==> config.mk <==
export PLATFORM = sky130hd
export DESIGN_NAME = hash_response_buffer
export DESIGN_NICKNAME = d
export VERILOG_FILES = /design/src/rtl/hash_response_buffer.sv
export SDC_FILE = /design/constraint.sdc
export NUM_CORES = 1
export LEC_CHECK = 0
export CORE_MARGIN = 8
export CORE_UTILIZATION = 25
export DETAILED_ROUTE_END_ITERATION = 6
export PLACE_DENSITY = 0.5
export SYNTH_ARGS = -nofsm -noshare
export SYNTH_HDL_FRONTEND = slang
export SYNTH_SLANG_ARGS = --single-unit
==> constraint.sdc <==
create_clock -name clk -period 6.44 [get_ports clk]
set_clock_uncertainty 0.15 [all_clocks]
set_input_delay 0.644 -clock clk [delete_from_list [all_inputs] [get_ports clk]]
set_output_delay 0.644 -clock clk [all_outputs]
set_load 0.1 [all_outputs]
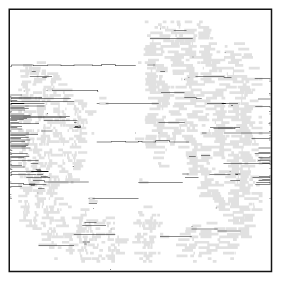
(images/m3.png)
Drawn at 1 px/micron.
wire length on this layer: 2520 microns
nets with wire on the layer: 138
main direction: horizontal
longest straight run: 63.0 microns
share of all routed wire: 6.5%
GRT met3 Usage: 3.49%
Via Count: 9296
Post-Route WL: 39000 microns

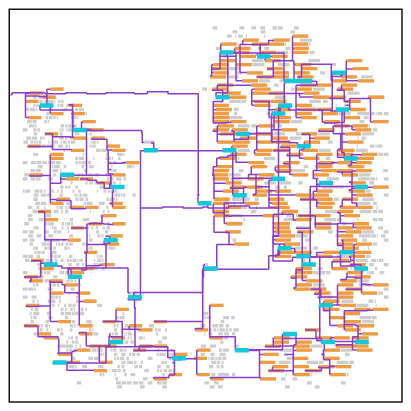
(images/clock_wires.png)
Drawn at 1.5 px/micron.
[orange] flip-flops | count: 346
[purple] clock wires | length: 5060 microns
[cyan] clock-net drivers | count: 41
routed clock nets: 42
flops lie: all over the die
Latency at later pin: 560 ps
Clock net power: 2.31 mW
clock share of power: 26.8%

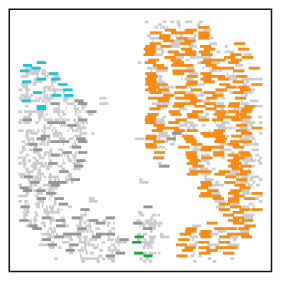
(images/ff_map.png)
Drawn at 1 px/micron. Other sequential cells in the stronger gray, the rest of the logic in the fainter gray.
[green] `level_o` | placed flops: 4 | where: south
[cyan] `nospace_cnt_o` | placed flops: 16 | where: north-west
[orange] `mem` | placed flops: 256
not colored: 70
post-route core utilization: 31.9%
sequential share of cell area: 52.8%
FF/Latch Area: 9950 sq um
P_seq: 2.95 mW

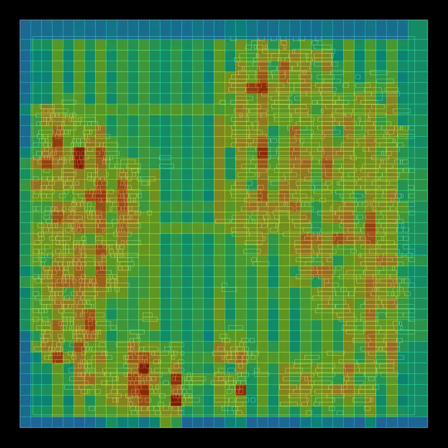
(images/congestion_map.png)
met1 usage: 14.8%
met2 Use GR: 18.6%
Avg WL per Cell: 20.0 microns
All-Layer GR Usage: 11.5%

==> results.tsv <==
stage	metric	value	unit
outcome	outcome	finished clean	
layout	largest_reg_flops	256	
power	irDropWorstVdd	0.283	mV
sta	setup_viol	0	
yosys	ys_seq_share	66.3	%
layout	inv_count	9	
yosys	synthesis.instances	975	
sta	final.setup.tns	0	ps
critical_path	critPathBufInv	2	
placement	gp_congestion	0.769	
grt	grt_max_degree	63	
layout	comb_cells	569	
grt	grt_pass1_wl	60900	microns
critical_path	crit_slowest_cell	clkdlybuf4s50_1	
yosys	synth-simple-area-share	11.4	%
clock_tree	htreeDepth	2	
detailed_routing	wl_met3	2520	microns
yosys	synth_flops	346	
yosys	top_cell_area_share	51.3	%
layout	fill_cells	5738	
clock_tree	cts_tree	done	
sta	fin_crit_sh	71.7	%
yosys	synth_cell_types	46	
No activity file was given, so power comes from the tool's default toggle rates.
